--- config.mk ---
export PLATFORM = sky130hd
export DESIGN_NAME = dmem_arbiter
export DESIGN_NICKNAME = d
export VERILOG_FILES = /design/src/rtl/dmem_arbiter.sv
export SDC_FILE = /design/constraint.sdc
export NUM_CORES = 1
export LEC_CHECK = 0
export ABC_AREA = 1
export CORE_MARGIN = 2
export CORE_UTILIZATION = 34
export DETAILED_ROUTE_END_ITERATION = 10
export PLACE_DENSITY = 0.84
export REMOVE_ABC_BUFFERS = 1
export SETUP_SLACK_MARGIN = 0.3
export SYNTH_ARGS = -nofsm -noshare
export SYNTH_HDL_FRONTEND = slang
export SYNTH_SLANG_ARGS = --single-unit
--- constraint.sdc ---
create_clock -name CLOCK_50 -period 2 [get_ports CLOCK_50]
set_input_delay 0.6 -clock CLOCK_50 [delete_from_list [all_inputs] [get_ports CLOCK_50]]
set_output_delay 0.6 -clock CLOCK_50 [all_outputs]
set_load 0.02 [all_outputs]
--- src/rtl/dmem_arbiter.sv ---
// rtl/dmem_arbiter.sv - two-requester arbiter for the single-port data memory
//
// Purpose:
//   Shares one single-port synchronous RAM between the CPU load/store unit
//   (read/write) and the VGA pixel fetcher (read-only). VGA wins during active
//   video, the CPU wins during blanking, and a starvation counter forces a CPU
//   grant after STARVE_MAX consecutive refused CPU-request cycles.
//
// Ports:
//   CLOCK_50, reset        - system clock, asynchronous active-low reset
//   cpu_req/we/addr/wdata  - CPU request, held until cpu_gnt
//   cpu_gnt                - combinational CPU accept
//   cpu_rvalid/cpu_rdata   - CPU read response, two edges after accept
//   vga_req/addr/blank     - VGA read request and blanking indication
//   vga_gnt                - combinational VGA accept
//   vga_rvalid/vga_rdata   - VGA read response, two edges after accept
//   mem_en/we/addr/wdata   - registered RAM strobes and operands
//   mem_rdata              - RAM read data, valid the cycle after mem_en
module dmem_arbiter #(
  parameter int ADDR_W     = 10,
  parameter int DATA_W     = 32,
  parameter int STARVE_MAX = 8
) (
  input  logic              CLOCK_50,
  input  logic              reset,
  input  logic              cpu_req,
  input  logic              cpu_we,
  input  logic [ADDR_W-1:0] cpu_addr,
  input  logic [DATA_W-1:0] cpu_wdata,
  output logic              cpu_gnt,
  output logic              cpu_rvalid,
  output logic [DATA_W-1:0] cpu_rdata,
  input  logic              vga_req,
  input  logic [ADDR_W-1:0] vga_addr,
  input  logic              vga_blank,
  output logic              vga_gnt,
  output logic              vga_rvalid,
  output logic [DATA_W-1:0] vga_rdata,
  output logic              mem_en,
  output logic              mem_we,
  output logic [ADDR_W-1:0] mem_addr,
  output logic [DATA_W-1:0] mem_wdata,
  input  logic [DATA_W-1:0] mem_rdata
);

  localparam int CNT_W = $clog2(STARVE_MAX + 1);
  localparam logic [CNT_W-1:0] STARVE_LIM = CNT_W'(STARVE_MAX);

  localparam logic [1:0] MODE_VGA_PRIO  = 2'd0;
  localparam logic [1:0] MODE_CPU_PRIO  = 2'd1;
  localparam logic [1:0] MODE_FORCE_CPU = 2'd2;

  localparam logic [1:0] OWN_NONE = 2'd0;
  localparam logic [1:0] OWN_CPU  = 2'd1;
  localparam logic [1:0] OWN_VGA  = 2'd2;

  logic [CNT_W-1:0] starve_cnt;
  logic [1:0]       mode;
  logic             cpu_win;
  logic             vga_win;
  logic             issue_cpu;
  logic [1:0]       owner;

  // Grant mode is decoded from registered state and the blanking input;
  // a saturated starvation counter overrides everything else.
  always_comb begin
    mode = MODE_VGA_PRIO;
    if (starve_cnt == STARVE_LIM) begin
      mode = MODE_FORCE_CPU;
    end else if (vga_blank) begin
      mode = MODE_CPU_PRIO;
    end
  end

  // In FORCE_CPU with cpu_req low the slot is not wasted: VGA takes it.
  always_comb begin
    cpu_win = 1'b0;
    case (mode)
      MODE_FORCE_CPU: cpu_win = cpu_req;
      MODE_CPU_PRIO:  cpu_win = cpu_req;
      default:        cpu_win = cpu_req && !vga_req;
    endcase
    vga_win = vga_req && !cpu_win;
  end

  // Only the visible grants are masked by reset; the internal winners feed
  // the flops, which are held cleared by the asynchronous reset anyway.
  assign cpu_gnt = reset && cpu_win;
  assign vga_gnt = reset && vga_win;

  always_ff @(posedge CLOCK_50 or negedge reset) begin
    if (!reset) begin
      starve_cnt <= '0;
    end else if (!cpu_req || cpu_win) begin
      starve_cnt <= '0;
    end else if (starve_cnt != STARVE_LIM) begin
      starve_cnt <= starve_cnt + CNT_W'(1);
    end
  end

  // Issue stage: address/data hold when idle so the RAM pins stay quiet.
  always_ff @(posedge CLOCK_50 or negedge reset) begin
    if (!reset) begin
      mem_en    <= 1'b0;
      mem_we    <= 1'b0;
      mem_addr  <= '0;
      mem_wdata <= '0;
      issue_cpu <= 1'b0;
    end else if (cpu_win) begin
      mem_en    <= 1'b1;
      mem_we    <= cpu_we;
      mem_addr  <= cpu_addr;
      mem_wdata <= cpu_wdata;
      issue_cpu <= 1'b1;
    end else if (vga_win) begin
      mem_en    <= 1'b1;
      mem_we    <= 1'b0;
      mem_addr  <= vga_addr;
      issue_cpu <= 1'b0;
    end else begin
      mem_en    <= 1'b0;
      mem_we    <= 1'b0;
    end
  end

  // Response stage: tags the RAM output cycle with its requester; writes
  // produce no response.
  always_ff @(posedge CLOCK_50 or negedge reset) begin
    if (!reset) begin
      owner <= OWN_NONE;
    end else if (mem_en && !mem_we) begin
      owner <= issue_cpu ? OWN_CPU : OWN_VGA;
    end else begin
      owner <= OWN_NONE;
    end
  end

  assign cpu_rvalid = (owner == OWN_CPU);
  assign vga_rvalid = (owner == OWN_VGA);
  assign cpu_rdata  = mem_rdata;
  assign vga_rdata  = mem_rdata;

endmodule
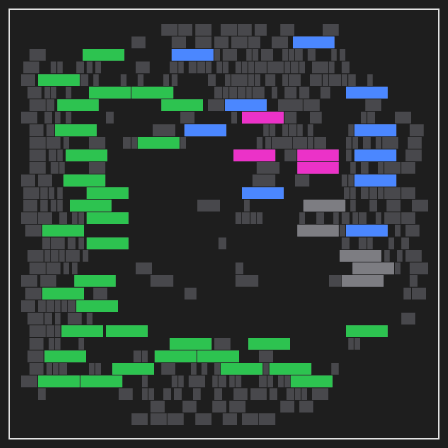
Figure 1: run 1, sequential cells colored by netlist name.
Other sequential cells in the stronger gray, the rest of the logic in the fainter gray.
Blue is `mem_addr`, placed flops 10. Magenta is `starve_cnt`, placed flops 4. Green is `mem_wdata`, placed flops 32.

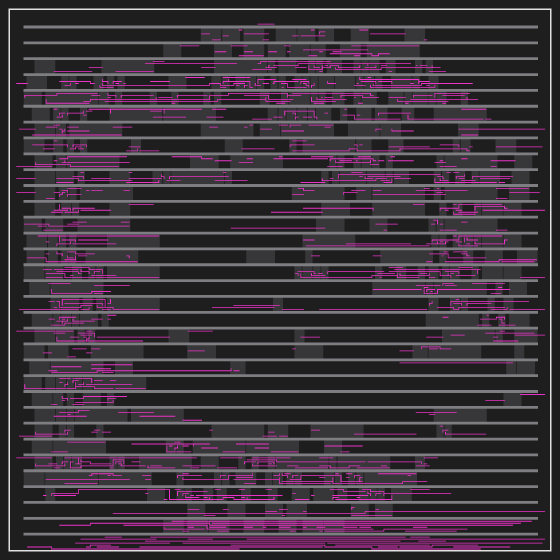
Figure 2: run 1, signal wires on met1.
Supply wires on this layer in gray. Cells faint in the background.
The wires run mostly horizontal. 382 nets have wire on it. The longest straight run is 61.6 um. The layer holds 40% of the routed length.

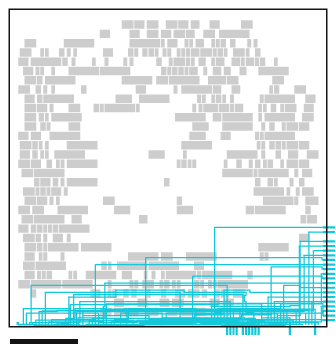
Figure 3: run 1, port wiring.
The bar under the picture is 20 um long.
Cyan is `vga_rdata`, bits 32, direction output, edge 20 right, 12 bottom, end cells 0, buffers 0, wire 2,460 um.

==> impl_metrics.ini, run 1 <==
; physical design summary
[outcome]
status = finished clean

[global_route]
grt_overflow = 0
use_met3_pct = 17.3
grt_max_degree = 52
grt.busiest_layer = met2

[worst_hold_path]
hold_class = flip-flop to flip-flop
min_from = issue_cpu$_DFFE_PN0P_

[power]
p_per_area_mw_per_mm2 = 709
leakage_nw = 1.80
power_w = 0.00240
p_sw_share_pct = 30.0

[critical_path]
reg2reg_from = starve_cnt[1]$_DFFE_PN0P_
endpoint = cpu_gnt
crit_arrival_ps = 1330
end_kind = output pin
r2r-end = starve_cnt[2]$_DFFE_PN0P_

[floorplanning]
core_area_mm2 = 0.00769
io_pins = 202
die_h_um = 92.7
die-width_um = 92.7

[yosys]
yosysCellCount = 323
synth_flops = 51

[cells_and_area]
final_layout_top_logic_cells = nand2_1 (96), nand3_1 (53), clkdlybuf4s50_1 (53)
comb_area_um2 = 752

[timing]
finClkSkew_ps = 3.98
post-route-period-util_pct = 96.5
finalHoldViolCount = 0
grt_setup_unrepaired = yes

[clock_network]
clock-sinks = 51
tritoncts = yes
holdBufCountCts = 0
htreeDepth = 2
path_clk_slew_ps = 80
cts_buffer_depth = 2

[routing]
dr.pass1.iters = 5
via_per_inst = 4.71
## run 1: cell usage after synthesis
library cell	n	area share (%)
buf_1	2	0.28
buf_2	2	0.37
buf_4	64	18
buf_6	4	1.7
clkbuf_1	8	1.1
dfrtp_1	51	48
ha_1	2	0.94
inv_1	21	2.9
inv_2	1	0.14
nand2_1	97	14
nand2_2	1	0.23
nand3_1	54	10
nor2_1	10	1.4
nor2_2	1	0.23
nor3_1	2	0.37
o21ai_0	1	0.19
xnor2_1	1	0.33
xor2_1	1	0.33
## run 1: critical path, cell delays in order, from the launching register on
cell and delay [ps]:
dfrtp_1 380, inv_1 60, ha_2 160, nand3_2 60
nand2_2 70, nand2_2 60, nor2_1 100, buf_4 150
## run 1: metal layers
metal / wire (um) / share of wire (%) / vias to the layer above
li1: - / - / 1018
met1: 3380 / 40 / 1030
met2: 3520 / 42 / 164
met3: 1550 / 18 / 4
met4: 36 / 0.42 / 0
met5: 0 / 0 / -
## run 1: flip-flops by register name, indices dropped and copies added, names as in the netlist
signal / flops
mem_wdata: 32
issue_cpu: 1
owner: 2
starve_cnt: 4
mem_en: 1
mem_we: 1
mem_addr: 10
## run 1: power groups by stage
stage / clock, W / combinational (W) / sequential, W
global route: 0.000656 / 0.000677 / 0.00121
detailed placement: 0 / 0.000702 / 0.00122
floorplan: 0 / 0.000148 / 0.00134
finish: 0.000586 / 0.000621 / 0.00120
CTS: 0.000619 / 0.000632 / 0.00120
global placement: 0 / 0.000686 / 0.00122
## run 1: final cells by class
| cell class | count | area share, % |
|---|---|---|
| repair buffers | 118 | 31.4 |
| inverters | 22 | 2.44 |
| clock inverters | 1 | 0.148 |
| multi-input cells | 170 | 22.2 |
| well taps | 102 | 3.76 |
| clock buffers | 6 | 2.44 |
| flip-flops and latches | 51 | 37.6 |
## run 1: per-stage QoR
stage / util, % / instances / hold slack (ps) / cell area (um^2) / setup TNS (ps)
after floorplan: - / 243 / 304 / 2100 / -10340
after global placement: 43.6 / 461 / 418 / 3350 / -1400
after detailed placement: 43.6 / 461 / 430 / 3350 / -1500
after CTS: 44.3 / 470 / 445 / 3400 / 0
after global routing: 44.1 / 470 / 455 / 3390 / -35.3
final: 44.1 / 470 / 440 / 3390 / 0
## run 1: cell families (layout without fill, tap and decap cells)
kind of cell / after synthesis / after routing / share of synthesized area (%)
compound gates: 1 / 1 / 0.187
fa+ha+maj: 2 / 2 / 0.936
xor+xnor: 2 / 2 / 0.655
buf+inv: 102 / 147 / 24.5
flops: 51 / 51 / 47.7
simple gates: 165 / 165 / 26.0
## run 1: repair_timing
action / CTS / global route
gates resized: 69 / 2
pin swaps: 4 / 3
endpoints found under the setup margin: 52 / 4
buffers inserted: 2 / 0
Figure 4. The metal 2 layer (run 1).
Cells faint in the background.
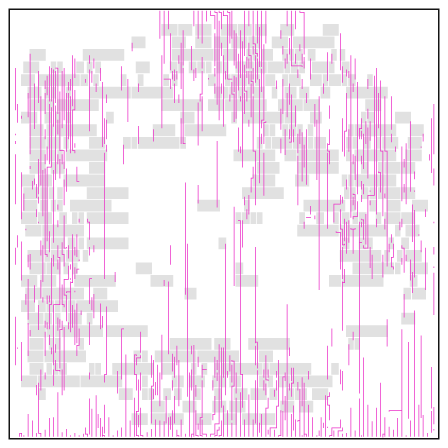

==> run 1 -> run 2 <==
Clock period 2 ns to 1.9 ns, I/O delays scaled along.
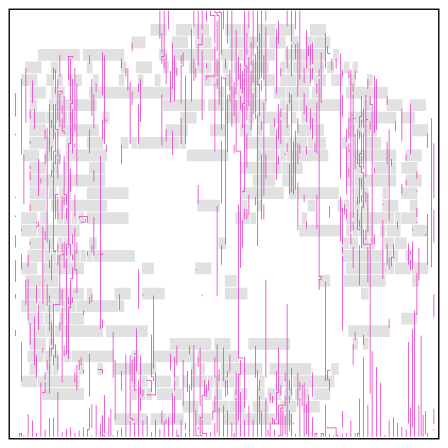
Figure 5: run 2, the metal 2 layer.
Cells faint in the background.
The layer holds 42% of the routed length. The longest straight run is 42.7 um. The layer carries 3,550 um of wire. The wires run mostly vertical. 373 nets have wire on it.

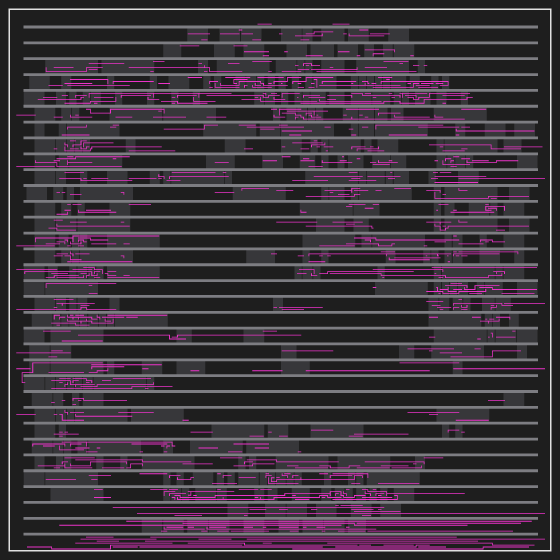
Figure 6: run 2, signal wires on met1.
Supply wires on this layer in gray. Cells faint in the background.
The longest straight run is 69.9 um. 380 nets have wire on it. The wires run mostly horizontal.

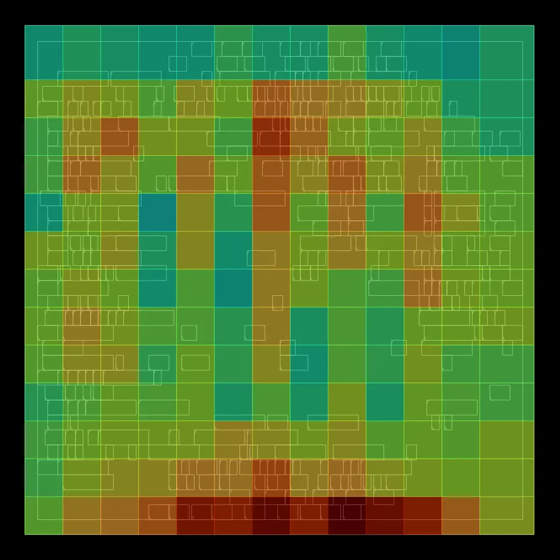
Figure 7: run 2, track usage over the die.
Util after Layout: 44.5%
met3 usage: 17.3%
Routed wire per std cell: 18.0 um
met2 usage: 26.9%
gr usage total: 19.5%

==> impl_metrics.ini, run 2 <==
; physical design summary
[outcome]
status = complete, but fails checks
violations = setup timing

[critical_path]
end_kind = output pin
crit_arrival_ps = 1420

[cells_and_area]
reg_top3 = mem_wdata (32), mem_addr (10), starve_cnt (4)
largest_reg_flops = 32
fin_cells = 471
final_layout_top_logic_cells = nand2_1 (96), nand3_1 (53), clkdlybuf4s50_1 (53)

[yosys]
yosysMostFrequentCell = nand2_1
synthTopCellsByArea = dfrtp_1 (48%), buf_4 (18%), nand2_1 (14%)
edf_count = 0
synthFlopType = dfrtp_1
yosysCellCount = 323
largest_area_cell = dfrtp_1

[clock_network]
clock-sinks = 51
path_clk_slew_ps = 90
tritoncts = yes
htreeDepth = 2

[power]
p_per_area_mw_per_mm2 = 737

[routing]
via_per_inst = 4.67

[timing]
setup_viol = 2
holdWs_ps = 418
layout_setup_ws_ps = -86.7
finClkSkew_ps = 11.0

[placement]
dpl.cell_count = 462

[worst_hold_path]
hold_class = input port to asynchronous set/reset pin

[global_route]
grt_max_degree = 52

[floorplanning]
core_area_mm2 = 0.00769
run 2: worst max-delay path: stages, from the launching register on:
cell and delay (ps):
dfrtp_1 390, inv_1 60, ha_2 160, nand3_2 60, nand2_2 90, nand2_4 60
buf_6 120, nor2_4 70, buf_6 120
run 2: kinds of logic after synthesis:
logic type / count (synthesis) / synth area share, %
adder cells (fa/ha/maj): 2 / 0.936
buffers and inverters: 102 / 24.5
flip-flops: 51 / 47.7
XOR/XNOR: 2 / 0.655
AND/OR/NAND/NOR: 165 / 26.0
AND-OR/OR-AND: 1 / 0.187
run 2: area by class of cell:
class | instances | area (um^2) | area share [%]
clock buffer | 5 | 68.8 | 2.01
inverter | 22 | 82.6 | 2.41
multi-input combinational | 170 | 767 | 22.4
clock inverter | 1 | 7.51 | 0.219
tap | 102 | 128 | 3.73
sequential | 51 | 1280 | 37.3
timing repair buffer | 120 | 1090 | 31.9
run 2: power by group:
part | switching [W] | internal, W
Combinational | 0.000370 | 0.000303
Clock | 0.000337 | 0.000245
Sequential | 0.0000647 | 0.00120
run 2: how the worst max path moves through the flow:
stage	start	end	slack, ps	depth (start not counted)
finish	starve_cnt[0]$_DFFE_PN0P_	cpu_gnt	-90	8
global route	starve_cnt[1]$_DFFE_PN0P_	cpu_gnt	-180	8
CTS	starve_cnt[1]$_DFFE_PN0P_	cpu_gnt	-110	8
detailed placement	vga_req	vga_gnt	-790	8
global placement	vga_req	vga_gnt	-760	8
floorplan	starve_cnt[0]$_DFFE_PN0P_	cpu_gnt	-1010	6
run 2: routing by layer:
metal	vias to the layer above	global-route usage (%)	part of all wire, %
met4	0	3.43	0.24
met1	1017	22.4	39
met3	4	17.3	19
met2	156	26.9	42
li1	1023	-	-
met5	-	7.05	0
run 2: per-stage QoR:
stage          setup WS [ps]  total power, W  area (um^2)  util (%)
2_1_floorplan          -1010         0.00157         2100         -
3_3_place_gp            -759         0.00201         3360      43.7
3_5_place_dp            -795         0.00202         3360      43.7
4_1_cts                 -110         0.00254         3400      44.3
5_1_grt                 -180         0.00266         3420      44.5
6_report               -86.7         0.00252         3420      44.5
run 2: repair_timing:
item | 4_1_cts | 5_1_grt
gates cloned | 0 | 0
gates resized | 77 | 47
buffers inserted | 1 | 2
setup endpoints to repair | 62 | 45
hold buffers | 0 | 0
pin swaps | 4 | 3
No activity file was given, so power comes from the tool's default toggle rates.
